==> config.mk <==
export PLATFORM = sky130hd
export DESIGN_NAME = sleep_request_gen
export DESIGN_NICKNAME = d
export VERILOG_FILES = /design/src/rtl/sleep_request_gen.sv
export SDC_FILE = /design/constraint.sdc
export NUM_CORES = 1
export LEC_CHECK = 0
export ABC_CLOCK_PERIOD_IN_PS = 1500
export CORE_MARGIN = 2
export CORE_UTILIZATION = 41
export DETAILED_ROUTE_END_ITERATION = 16
export GPL_TIMING_DRIVEN = 0
export PLACE_DENSITY_LB_ADDON = 0.15
export SETUP_SLACK_MARGIN = 0.1
export SLEW_MARGIN = 10
export SYNTH_ARGS = -nofsm -noshare
export SYNTH_HDL_FRONTEND = slang
export SYNTH_SLANG_ARGS = --single-unit
==> constraint.sdc <==
create_clock -name clk -period 1.5 [get_ports clk]
set_clock_uncertainty 0.1 [all_clocks]
set_input_delay 0.15 -clock clk [delete_from_list [all_inputs] [get_ports clk]]
set_output_delay 0.15 -clock clk [all_outputs]
set_load 0.1 [all_outputs]
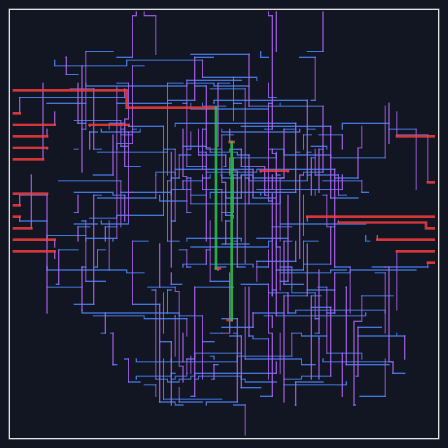
*Signal wires by layer, run 1*
- purple: metal 2 (wire length 1000 µm)
- green: metal 4 (wire length 40.1 µm)
- blue: metal 1 (wire length 874 µm)
- red: metal 3 (wire length 112 µm)
vias: 815
Routed WL: 2030 µm
wire length per cell: 13.2 µm
GRT Total Usage: 17.5%

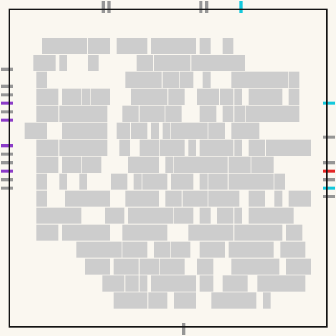
*Pin map, run 1*
Pins as bars across the die edge, other pins in gray.
- purple: `wake_mask` (pins 4; direction input; edge left)
- red: `sleep_state` (pins 1; direction input; edge right)
- cyan: `gen_state` (pins 3; direction output; edge 2 right, 1 top)
Die X: 50.6 µm
Die Span Y: 50.6 µm

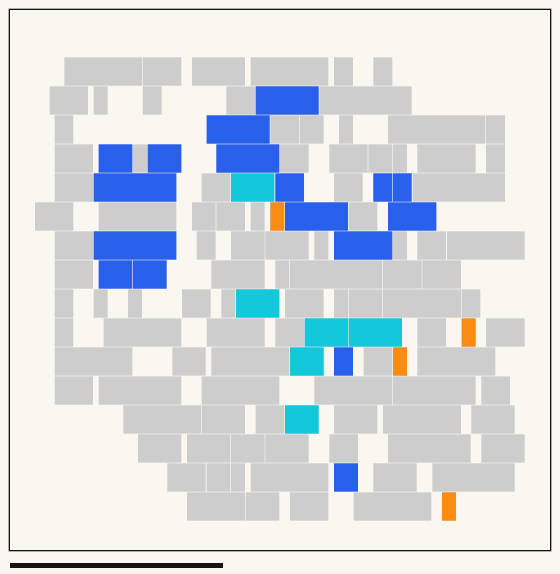
*Gate families picked out, run 1*
The bar under the picture is 20 µm long.
- orange: inv cells (cells 4; most used inv_1)
- blue: aoi and oai cells (cells 17; most used a32oi_1)
- cyan: and/or cells (cells 6; where center)
combinational share of cell area: 42.0%
fin cells: 153
most frequent logic cell in the layout: dfxtp_1

==> impl_metrics.json, run 1 <==
{
  "final_nets": 143,
  "whs_ns": -0.0245,
  "finalWorstSetupSlack_ns": -0.119,
  "cts_tree": "yes",
  "grt_busiest_layer": "met2",
  "largest_area_cell": "dfxtp_1",
  "violations": "hold timing, setup timing",
  "coreArea_um2": 2000,
  "utilization_pct": 69.9,
  "fin_crit_ns": 1.62,
  "synth-xor-area-share_pct": 2.95,
  "synth_cells": 88,
  "clk_latency_ns": 0.30,
  "yosys.cell_types.count": 36,
  "topCombFamilyByArea": "simple AND/OR/NAND/NOR gates",
  "outcome": "finished with violations",
  "yosys.area.top_type_share_pct": 42.6,
  "crit_chain": "buf_8 > nor4_4 > or4b_4 > buf_12 > nor2_4",
  "cp-start-kind": "flip-flop",
  "final.period_utilization_pct": 108,
  "synth-simple-area-share_pct": 25.1,
  "p_leak_nw": 0.545,
  "finalSetupViolCount": 11,
  "fp_util_pct": 44.6,
  "r2r_cells": 5,
  "h-tree-depth": 1,
  "numSynthFlops": 19,
  "numCtsBuffers": 3,
  "ioPinCount": 25,
  "place_congestion": 0.767,
  "clock-sinks": 19,
  "drive_above_1_share_pct": 50.8,
  "grtUsageMet2_pct": 30.0,
  "ant_nets": 0,
  "dp_hpwl_um": 1340,
  "hold_viol_final": 9,
  "max_slew_margin_pct": 67.4,
  "whs_path_depth": 2,
  "crit_path_top_delay_cell": "or4b_4",
  "grt_pass1_vias": 798,
  "synth.avg_cell_area_um2": 10.1,
  "synth_chip_area_um2": 892,
  "port_buffers": 23,
  "cts.clk_slew.worst_paths_ns": 0.11,
  "dieArea_um2": 2560,
  "p_per_area_nw_per_um2": 679,
  "setup-tns-final_ns": -0.972,
  "grt_pass1_wl_um": 3360,
  "area_growth_syn_to_layout_pct": 56.8,
  "maxCapViolCount": 0,
  "cts_root_buffer": "clkbuf_4",
  "tool_warnings": 31,
  "worst_slew_pin_slew_ns": 0.493,
  "drt_iter0_drc": 12,
  "hold_path_class": "in -> reg",
  "synth_area_um2": 892,
  "crit_path_max_fanout": 8
}
==> run 1: through the flow <==
step	setup WS, ns	power [mW]
2_1_floorplan	-0.240	0.590
3_3_place_gp	-0.420	0.648
3_5_place_dp	-0.440	0.650
4_1_cts	-0.101	0.943
5_1_grt	-0.160	0.994
6_report	-0.119	0.950
==> run 1: area by class of cell <==
| type | count | area, µm² | share of cell area, % |
|---|---|---|---|
| Buffer | 4 | 73.8 | 5.28 |
| Clock buffer | 3 | 22.5 | 1.61 |
| Clock inverter | 1 | 6.26 | 0.447 |
| Inverter | 4 | 15.0 | 1.07 |
| Multi-Input combinational cell | 61 | 588 | 42.0 |
| Sequential cell | 19 | 394 | 28.2 |
| Tap cell | 27 | 33.8 | 2.42 |
| Timing Repair Buffer | 34 | 265 | 19.0 |
==> run 1: logic make-up after synthesis <==
| group | after synthesis |
|---|---|
| AND-OR/OR-AND | 18 |
| multiplexers | 1 |
| flip-flops | 19 |
| buffers and inverters | 8 |
| XOR/XNOR | 3 |
| AND/OR/NAND/NOR | 38 |
| adder cells (fa/ha/maj) | 1 |
==> run 1: metal layers <==
layer / wire (µm) / vias to the layer above
li1: - / 396
met1: 873 / 390
met4: 40 / 0
met2: 1000 / 25
met5: 0 / -
met3: 111 / 4
==> run 1: power by group <==
part           switching (mW)  total [mW]  internal [mW]
clock network           0.170       0.273          0.103
registers             0.00301       0.508          0.505
logic                  0.0854       0.169         0.0836
==> run 1: placed cells by master, fill, tap and decap left out, types with 3 or more instances in the layout <==
master,Yosys,final
dfxtp_1,19,14
clkdlybuf4s50_1,0,13
buf_4,0,12
nor2_1,19,10
nor2_4,0,9
buf_2,1,9
inv_1,4,4
a32oi_1,6,4
nand2_1,4,3
clkbuf_4,0,3
dfxtp_4,0,3
==> run 1: critical path, delay by kind of cell, from the launching register on <==
kind / cells / cell delay (ns)
and+or+nand+nor: 3 / 0.80
DFF: 1 / 0.36
buffers and inverters: 2 / 0.30
==> run 1: what timing repair did <==
item	CTS	global route
endpoints found under the setup margin	24	19
endpoints found under the hold margin	9	9
pin swaps	11	3
cloned	0	0
setup buffers	7	4
gates resized	61	27
### Sequential cells grouped by signal name, run 1

Other sequential cells in the stronger gray, the rest of the logic in the fainter gray.
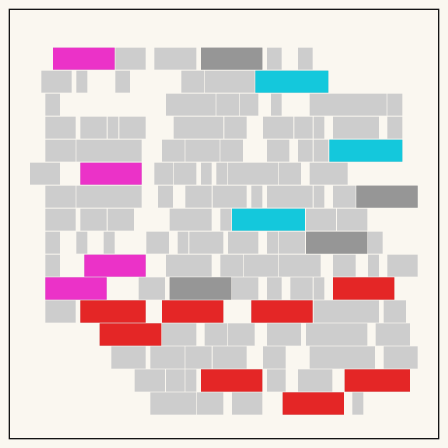

==> run 2, diff against run 1 <==
- REMOVE_ABC_BUFFERS: unset -> 1
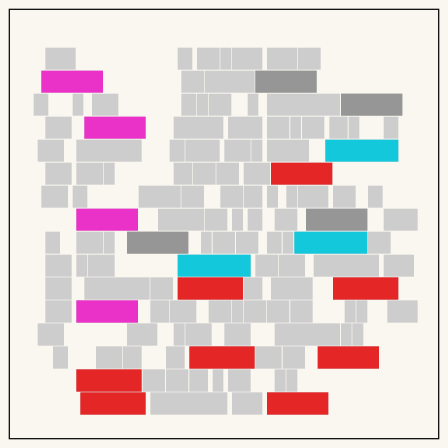
*Sequential cells grouped by signal name, run 2*
Other sequential cells in the stronger gray, the rest of the logic in the fainter gray.
- cyan: `gen_state` (flops 3)
- red: `idle_cnt_q` (flops 8)
- magenta: `wake_cause` (flops 4)
- not colored: 4
fraction of area in registers: 29.8%
Flop area: 398 µm²

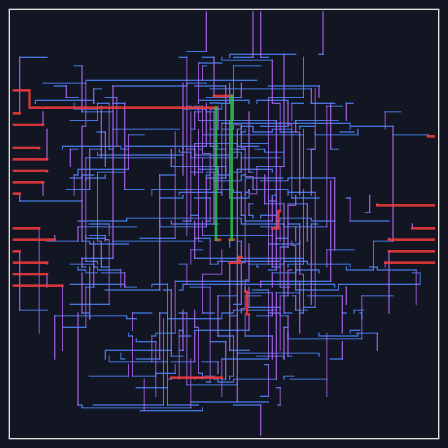
*Signal wires by layer, run 2*
- green: metal 4 (wire length 32.6 µm)
- red: metal 3 (wire length 110 µm)
- purple: metal 2 (wire length 1060 µm)
- blue: metal 1 (wire length 994 µm)
vias: 837
wire length per cell: 13.9 µm
GRT Total Usage: 17.9%
Routed WL: 2200 µm

==> run 2 against run 1 <==
The flow finishes with violations (setup timing). Clock power about the same. Combinational power shrank 17%. Die size is the same. Largest power group unchanged. Cell area down 4.7%.
==> impl_metrics.json, run 2 <==
{
  "outcome": "finished with violations",
  "violations": "setup timing",
  "drt_iter0_drc": 14,
  "dieArea_um2": 2560,
  "utilization_pct": 66.6,
  "maxCapViolCount": 0,
  "cts_tree": "yes",
  "fin_crit_ns": 1.58,
  "cts_root_buffer": "clkbuf_4",
  "finalSetupViolCount": 9,
  "numSynthFlops": 19,
  "tool_warnings": 27,
  "layout.cells.most_common": "buf_4",
  "h-tree-depth": 1,
  "synth_chip_area_um2": 892,
  "area_growth_syn_to_layout_pct": 49.5,
  "place_congestion": 0.762,
  "fp_util_pct": 44.6,
  "crit_path_top_delay_cell": "or4b_4",
  "port_buffers": 24,
  "hold_path_class": "in -> reg",
  "synth_area_um2": 892,
  "crit_path_max_fanout": 8,
  "synth.avg_cell_area_um2": 10.1,
  "grt_busiest_layer": "met2",
  "grt_pass1_vias": 785,
  "grt_pass1_wl_um": 3440,
  "final_nets": 148,
  "pre_cts_slack_ns": -0.472,
  "synth_cells": 88,
  "finalWorstSetupSlack_ns": -0.0836,
  "critical_path_depth": 4,
  "lay_top_cells": "19 x buf_4, 16 x nor2_1, 11 x dfxtp_1",
  "cp-start-kind": "flip-flop",
  "worst_slew_pin_slew_ns": 0.478,
  "max_slew_margin_pct": 68.0,
  "ioPinCount": 25,
  "dp_hpwl_um": 1330,
  "yosys.cell_types.count": 36,
  "crit_chain": "ha_4 > and4_1 > or4b_4 > nor2_1",
  "coreArea_um2": 2000,
  "ant_nets": 0,
  "grtUsageMet2_pct": 30.0,
  "whs_path_depth": 3,
  "chipHeight_um": 50.6,
  "crit_family": "simple AND/OR/NAND/NOR gates",
  "cts.clk_slew.worst_paths_ns": 0.12,
  "die_w_um": 50.6,
  "numCtsBuffers": 3,
  "drive_above_1_share_pct": 45.8,
  "hold_viol_final": 0,
  "clock-sinks": 19,
  "largest_area_cell": "dfxtp_1",
  "path_buffers": 0,
  "r2r_cells": 4,
  "edf_count": 0
}
## run 2: cell counts after synthesis
No cell type changed its count.
## run 2: logic make-up (layout without fill, tap and decap cells)
| kind of cell | Yosys count | count (layout) | share of synthesized area (%) |
|---|---|---|---|
| and+or+nand+nor | 38 | 38 | 25.1 |
| DFF | 19 | 19 | 42.6 |
| AOI/OAI and AO/OA | 18 | 18 | 20.2 |
| buffers and inverters | 8 | 51 | 6.59 |
| xor gates and xnor gates | 3 | 3 | 2.95 |
| adders and majority gates | 1 | 1 | 1.40 |
| muxes | 1 | 1 | 1.12 |
## run 2: area by class of cell
type                            count  area, µm²  share of cell area [%]
Sequential cell                    19        398                    29.8
Multi-Input combinational cell     61        527                    39.5
Tap cell                           27       33.8                    2.53
Timing Repair Buffer               43        334                    25.0
Clock buffer                        4       26.3                    1.97
Inverter                            4       15.0                    1.13
## run 2: stage by stage
stage | hold slack (ns) | std cells | power [mW] | TNS (ns)
6_report | 0.213 | 158 | 0.927 | -0.428
2_1_floorplan | 0.113 | 84 | 0.584 | -10.05
3_3_place_gp | 0.348 | 135 | 0.647 | -7.23
4_1_cts | 0.219 | 151 | 0.910 | -0.462
3_5_place_dp | 0.354 | 135 | 0.649 | -7.43
5_1_grt | 0.209 | 158 | 0.959 | -0.936
## run 2: layer usage
| layer | routed length [µm] | vias to the layer above |
|---|---|---|
| met1 | 993 | 398 |
| met2 | 1060 | 30 |
| li1 | - | 405 |
| met3 | 110 | 4 |
| met4 | 32 | 0 |
| met5 | 0 | - |
## run 2: where the power goes
group / switching (mW) / total (mW) / internal, mW
clock network: 0.171 / 0.275 / 0.104
logic: 0.0769 / 0.141 / 0.0644
registers: 0.00556 / 0.510 / 0.505
## run 2: worst register-to-register path, delay by kind of cell, from the launching register on
family | cells | cell delay (ns)
DFF | 1 | 0.36
and+or+nand+nor | 3 | 0.90
adders and majority gates | 1 | 0.16
## run 2: timing repair
item	4_1_cts	5_1_grt
endpoints found under the hold margin	0	0
hold buffers	0	0
buffers inserted	12	7
endpoints found under the setup margin	29	19
resized	81	7
pin swaps	13	4
Power and IR drop assume default switching activity.
